### Routing congestion map, run 1

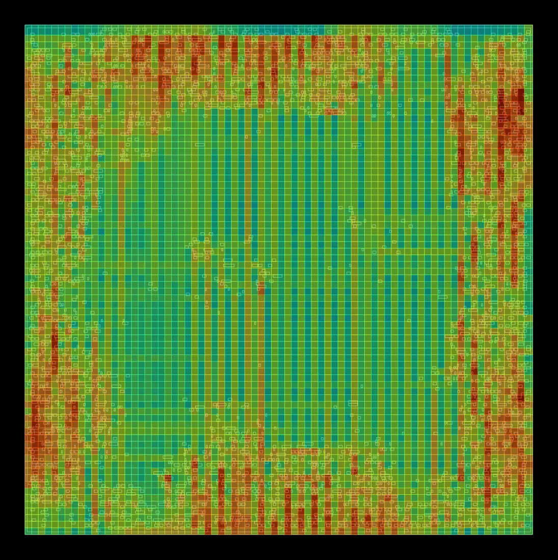
### The metal 1 layer, run 1

Supply wires on this layer in grey.
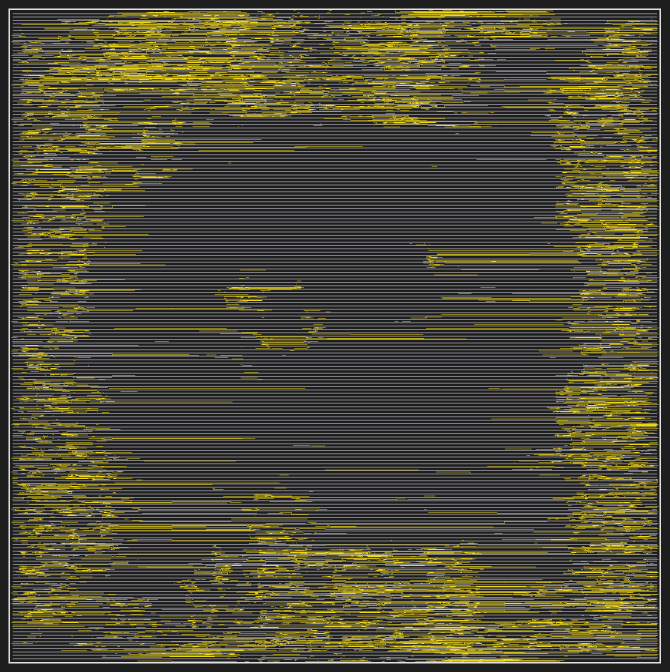
### Metal 4, run 1

Bar = 200 microns. Supply wires on this layer in grey. Cells faint in the background.
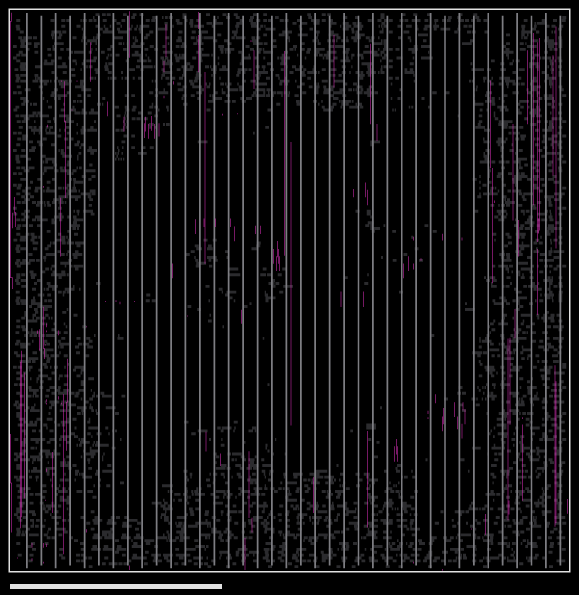
`src/rtl/ip_codma_machine_states_pkg.sv`:
```
// Shared FSM states, widths and helpers for the CODMA CRC scheduler.
// Imported by the arbiter and the scheduler top.
package ip_codma_machine_states_pkg;

    localparam int CRC_W      = 16;
    localparam int ID_W       = 3;
    localparam int DATA_WORDS = 8;
    localparam int WORD_W     = 32;

    typedef enum logic [1:0] {
        ST_IDLE    = 2'd0,
        ST_LAUNCH  = 2'd1,
        ST_WAIT    = 2'd2,
        ST_RESPOND = 2'd3
    } crc_state_e;

    typedef logic [DATA_WORDS-1:0][WORD_W-1:0] crc_block_t;

    // Pointer advance with wrap at num requesters.
    function automatic logic [ID_W-1:0] rr_next(
        input logic [ID_W-1:0] id,
        input int              num
    );
        return (int'(id) >= num - 1) ? '0 : id + 1'b1;
    endfunction

endpackage

```
`src/rtl/ip_codma_rr_arbiter.sv`:
```
// Round-robin arbiter: first active request at or after the pointer wins.
// Combinational; produces a one-hot grant and the binary index.
module ip_codma_rr_arbiter
    import ip_codma_machine_states_pkg::*;
#(
    parameter int NUM_REQ = 4
) (
    input  logic [NUM_REQ-1:0] req,
    input  logic [ID_W-1:0]    ptr,
    output logic [NUM_REQ-1:0] grant,
    output logic [ID_W-1:0]    idx
);

    logic found;

    // Offset k walks from the pointer; i is the requester at that offset.
    always_comb begin
        grant = '0;
        idx   = '0;
        found = 1'b0;
        for (int k = 0; k < NUM_REQ; k++) begin
            for (int i = 0; i < NUM_REQ; i++) begin
                if (!found && req[i] &&
                    ((int'(ptr) + k == i) ||
                     (int'(ptr) + k == i + NUM_REQ))) begin
                    grant[i] = 1'b1;
                    idx      = ID_W'(i);
                    found    = 1'b1;
                end
            end
        end
    end

endmodule

```
`src/rtl/ip_codma_crc_scheduler.sv`:
```
// Shares one CRC engine among NUM_REQ requesters, round-robin, one job at a time.
// Define CODMA_CRC_TIMEOUT_EN to abort a job after TIMEOUT_CYCLES cycles in WAIT.
module ip_codma_crc_scheduler
    import ip_codma_machine_states_pkg::*;
#(
    parameter int NUM_REQ        = 4,
    parameter int TIMEOUT_CYCLES = 255
) (
    input  logic                                      clk_i,
    input  logic                                      reset_n_i,
    input  logic [NUM_REQ-1:0]                        req_valid_i,
    input  logic [NUM_REQ-1:0][DATA_WORDS-1:0][WORD_W-1:0] req_data_i,
    output logic [NUM_REQ-1:0]                        req_ready_o,
    output logic                                      crc_start_o,
    output logic [DATA_WORDS-1:0][WORD_W-1:0]         crc_data_o,
    input  logic                                      crc_done_i,
    input  logic [CRC_W-1:0]                          crc_result_i,
    output logic                                      rsp_valid_o,
    input  logic                                      rsp_ready_i,
    output logic [ID_W-1:0]                           rsp_id_o,
    output logic [CRC_W-1:0]                          rsp_crc_o,
    output logic                                      rsp_err_o,
    output logic                                      busy_o
);

    if (NUM_REQ < 2 || NUM_REQ > 8) begin : g_bad_num_req
        $error("ip_codma_crc_scheduler: NUM_REQ must be 2..8");
    end
    if (TIMEOUT_CYCLES < 1) begin : g_bad_timeout
        $error("ip_codma_crc_scheduler: TIMEOUT_CYCLES must be >= 1");
    end

    crc_state_e         state;
    logic [ID_W-1:0]    ptr;
    logic [NUM_REQ-1:0] grant;
    logic [ID_W-1:0]    grant_idx;
    crc_block_t         sel_data;

    ip_codma_rr_arbiter #(
        .NUM_REQ (NUM_REQ)
    ) u_arb (
        .req   (req_valid_i),
        .ptr   (ptr),
        .grant (grant),
        .idx   (grant_idx)
    );

    always_comb begin
        sel_data = '0;
        for (int i = 0; i < NUM_REQ; i++) begin
            if (grant[i]) sel_data = req_data_i[i];
        end
    end

`ifdef CODMA_CRC_TIMEOUT_EN
    localparam int TO_W = $clog2(TIMEOUT_CYCLES + 1);

    logic [TO_W-1:0] wait_cnt;
    logic            timeout_hit;

    // Last WAIT cycle is the one where the count reaches TIMEOUT_CYCLES-1.
    assign timeout_hit = (wait_cnt == TO_W'(TIMEOUT_CYCLES - 1));
`else
    assign rsp_err_o = 1'b0;
`endif

    assign busy_o = (state != ST_IDLE);

    always_ff @(posedge clk_i or negedge reset_n_i) begin
        if (!reset_n_i) begin
            state       <= ST_IDLE;
            ptr         <= '0;
            req_ready_o <= '0;
            crc_start_o <= 1'b0;
            crc_data_o  <= '0;
            rsp_valid_o <= 1'b0;
            rsp_id_o    <= '0;
            rsp_crc_o   <= '0;
`ifdef CODMA_CRC_TIMEOUT_EN
            rsp_err_o   <= 1'b0;
            wait_cnt    <= '0;
`endif
        end else begin
            req_ready_o <= '0;
            crc_start_o <= 1'b0;
            unique case (state)
                ST_IDLE: begin
                    if (|req_valid_i) begin
                        req_ready_o <= grant;
                        crc_data_o  <= sel_data;
                        rsp_id_o    <= grant_idx;
                        state       <= ST_LAUNCH;
                    end
                end
                ST_LAUNCH: begin
                    crc_start_o <= 1'b1;
                    state       <= ST_WAIT;
`ifdef CODMA_CRC_TIMEOUT_EN
                    wait_cnt    <= '0;
`endif
                end
                ST_WAIT: begin
                    if (crc_done_i) begin
                        rsp_crc_o   <= crc_result_i;
                        rsp_valid_o <= 1'b1;
                        state       <= ST_RESPOND;
`ifdef CODMA_CRC_TIMEOUT_EN
                        rsp_err_o   <= 1'b0;
                    end else if (timeout_hit) begin
                        rsp_crc_o   <= '0;
                        rsp_err_o   <= 1'b1;
                        rsp_valid_o <= 1'b1;
                        state       <= ST_RESPOND;
                    end else begin
                        wait_cnt    <= wait_cnt + 1'b1;
`endif
                    end
                end
                ST_RESPOND: begin
                    if (rsp_ready_i) begin
                        rsp_valid_o <= 1'b0;
                        ptr         <= rr_next(rsp_id_o, NUM_REQ);
                        state       <= ST_IDLE;
                    end
                end
                default: state <= ST_IDLE;
            endcase
        end
    end

endmodule

```
`config.mk`:
```
export PLATFORM = sky130hd
export DESIGN_NAME = ip_codma_crc_scheduler
export DESIGN_NICKNAME = d
export VERILOG_FILES = /design/src/rtl/ip_codma_machine_states_pkg.sv /design/src/rtl/ip_codma_rr_arbiter.sv /design/src/rtl/ip_codma_crc_scheduler.sv
export SDC_FILE = /design/constraint.sdc
export NUM_CORES = 1
export LEC_CHECK = 0
export CAP_MARGIN = 20
export CELL_PAD_IN_SITES_DETAIL_PLACEMENT = 1
export CELL_PAD_IN_SITES_GLOBAL_PLACEMENT = 1
export CORE_AREA = 2 2 524 526
export CTS_CLUSTER_SIZE = 24
export DETAILED_ROUTE_END_ITERATION = 10
export DIE_AREA = 0 0 526 528
export GPL_TIMING_DRIVEN = 0
export PLACE_DENSITY = 0.32
export SYNTH_ARGS = -nofsm -noshare
export SYNTH_HDL_FRONTEND = slang
export SYNTH_SLANG_ARGS = --single-unit
```
`constraint.sdc`:
```
create_clock -name clk_i -period 3.5 [get_ports clk_i]
set_clock_uncertainty 0.15 [all_clocks]
set_input_delay 0.35 -clock clk_i [delete_from_list [all_inputs] [get_ports clk_i]]
set_output_delay 0.35 -clock clk_i [all_outputs]
set_load 0.01 [all_outputs]
```
==> impl_metrics.toml, run 1 <==
# physical design summary
[routing]
detail_route.drc_violations = 0
drt_first_pass_iters = 5
met3_length_mm = 20.3
top_signal_layer_used = "met5"

[cells_and_area]
layoutNonFillerInstCount = 6913
clock_tree_area_fraction = 0.0446
largest_reg_flops = 256
area_delta_synth_final_pct = 105
biggestCellCategory = "buffers"
finish.net_count = 4310

[timing]
timing_max_transition_violations_final = 0
post-route-worst-setup-slack_ns = 0.276
worst_slew_margin_rel = 0.304
final_min_period_over_clock_period = 0.921
layout_min_cycle_time_ns = 3.22
timing.setup.tns_ns = 0

[worst_setup_path]
largest_fanout_on_the_critical_path = 10
critPathBufInv = 4
crit_slowest_cell = "sky130_fd_sc_hd__clkbuf_1"
critical_path_data_arrival_time_ns = 3.57
timing.critical_path.mode_cell = "sky130_fd_sc_hd__buf_2"

[power_and_ir_drop]
worst_ir_drop_vdd_mv = 0.403
power.density_cell_area_nw_per_um2 = 787
combinational_share_of_power = 0.621
p_seq_w = 0.00592

[yosys]
synth.yosys.warnings = 0
synth_top_cell_by_area = "sky130_fd_sc_hd__dfrtp_1"
netlist_instances = 1868
mappedNetlistArea_sq_um = 18800
ys.flops = 284
synth.lib_cells_used.distinct = 32
synth_area_per_cell_sq_um = 10.1
synth.most_common_cell = "sky130_fd_sc_hd__dfrtp_1"

[global_routing]
antenna_found_initial = 136

[floorplan]
floorplan.initialDensity = 0.0689
placementRows = 192
die.size.x_microns = 526

[clock_tree]
clock_tree.htree_level_count = 2
cts-hold-fix-buffers = 1
cts_root_buf = "sky130_fd_sc_hd__clkbuf_16"
cts-buffers-inserted = 50

[outcome]
status = "complete, no violations"

[placed_design]
place.detailed.instances = 6793
postPlaceCellArea_sq_um = 36700

[min_path]
hold_end = "crc_data_o[142]$_DFFE_PN0P_"
-- 'Routing congestion map' (at the start) --
met2 usage: 0.274
global-route track usage on met1: 0.169
wire per inst: 32.0 microns
most congested layer reported by global routing: met2

-- 'The metal 1 layer' (at the start) --
- longest straight run: 169 microns
- wire length on this layer: 85.1 mm
- nets with wire on the layer: 3949
- share of all routed wire: 38%
via count: 23274
Final Routed Wirelength: 222 mm

-- 'Metal 4' (at the start) --
- main direction: vertical
- nets with wire on the layer: 109
- longest straight run: 267 microns

### Cell density map, run 1

The die is cut into 26 by 26 equal tiles; white is low, dark blue is high, 0 to 100% covered.
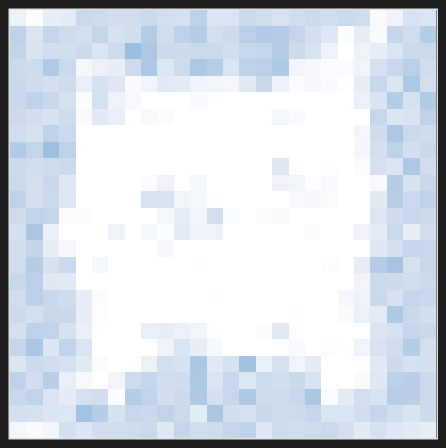

## Run 2: what changed since run 1
Settings changed: CAP_MARGIN 20 to 40.
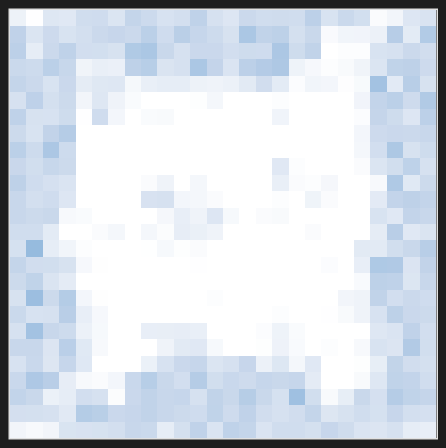
*Cell density map, run 2*
The die is cut into 26 by 26 equal tiles; white is low, dark blue is high, 0 to 100% covered.
- mean over tiles: 12%
- emptiest ninth of the die: centre
- nearly empty tiles: 34%
- fullest tile: 41%
- densest ninth of the die: north-west

==> run 2 against run 1 <==
Compared with the run above:
- worst setup slack gained 0.046 ns
- maximum frequency grew 1.4%
- register-to-register slack gained 0.05 ns
- final cell count grew 0.13%
- area after synthesis is the same
- die area is the same
==> impl_metrics.toml, run 2 <==
# physical design summary
[placed_design]
postPlaceCellArea_sq_um = 36900
place.detailed.instances = 6805

[clock_tree]
clock_tree.htree_level_count = 2
cts-hold-fix-buffers = 1

[cells_and_area]
area_delta_synth_final_pct = 106
biggestCellCategory = "buffers"
layoutNonFillerInstCount = 6922
finish.net_count = 4321

[power_and_ir_drop]
combinational_share_of_power = 0.627
worst_ir_drop_vdd_mv = 0.380
p_seq_w = 0.00593

[worst_setup_path]
critical_path_data_arrival_time_ns = 3.55
critPathBufInv = 5
crit_slowest_cell = "sky130_fd_sc_hd__buf_2"
timing.critical_path.mode_cell = "sky130_fd_sc_hd__buf_2"

[global_routing]
busiest_layer = "met2"

[yosys]
synth.lib_cells_used.distinct = 32
synth_area_per_cell_sq_um = 10.1
ys.flops = 284
netlist_instances = 1868
mappedNetlistArea_sq_um = 18800

[timing]
final_min_period_over_clock_period = 0.908
worst_slew_margin_rel = 0.414
timing_max_transition_violations_final = 0

[floorplan]
die.size.x_microns = 526
placementRows = 192

[routing]
final_routed_wirelength_mm = 221
top_signal_layer_used = "met5"
vias = 23344

[outcome]
status = "complete, no violations"
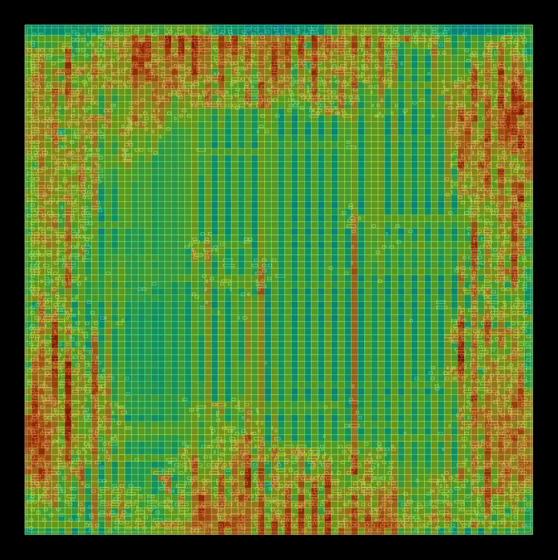
*Routing congestion map, run 2*
met3 track demand over resource in global routing: 0.0546
global-route usage over all layers: 0.153
global-route track usage on met1: 0.172
met2 usage: 0.277

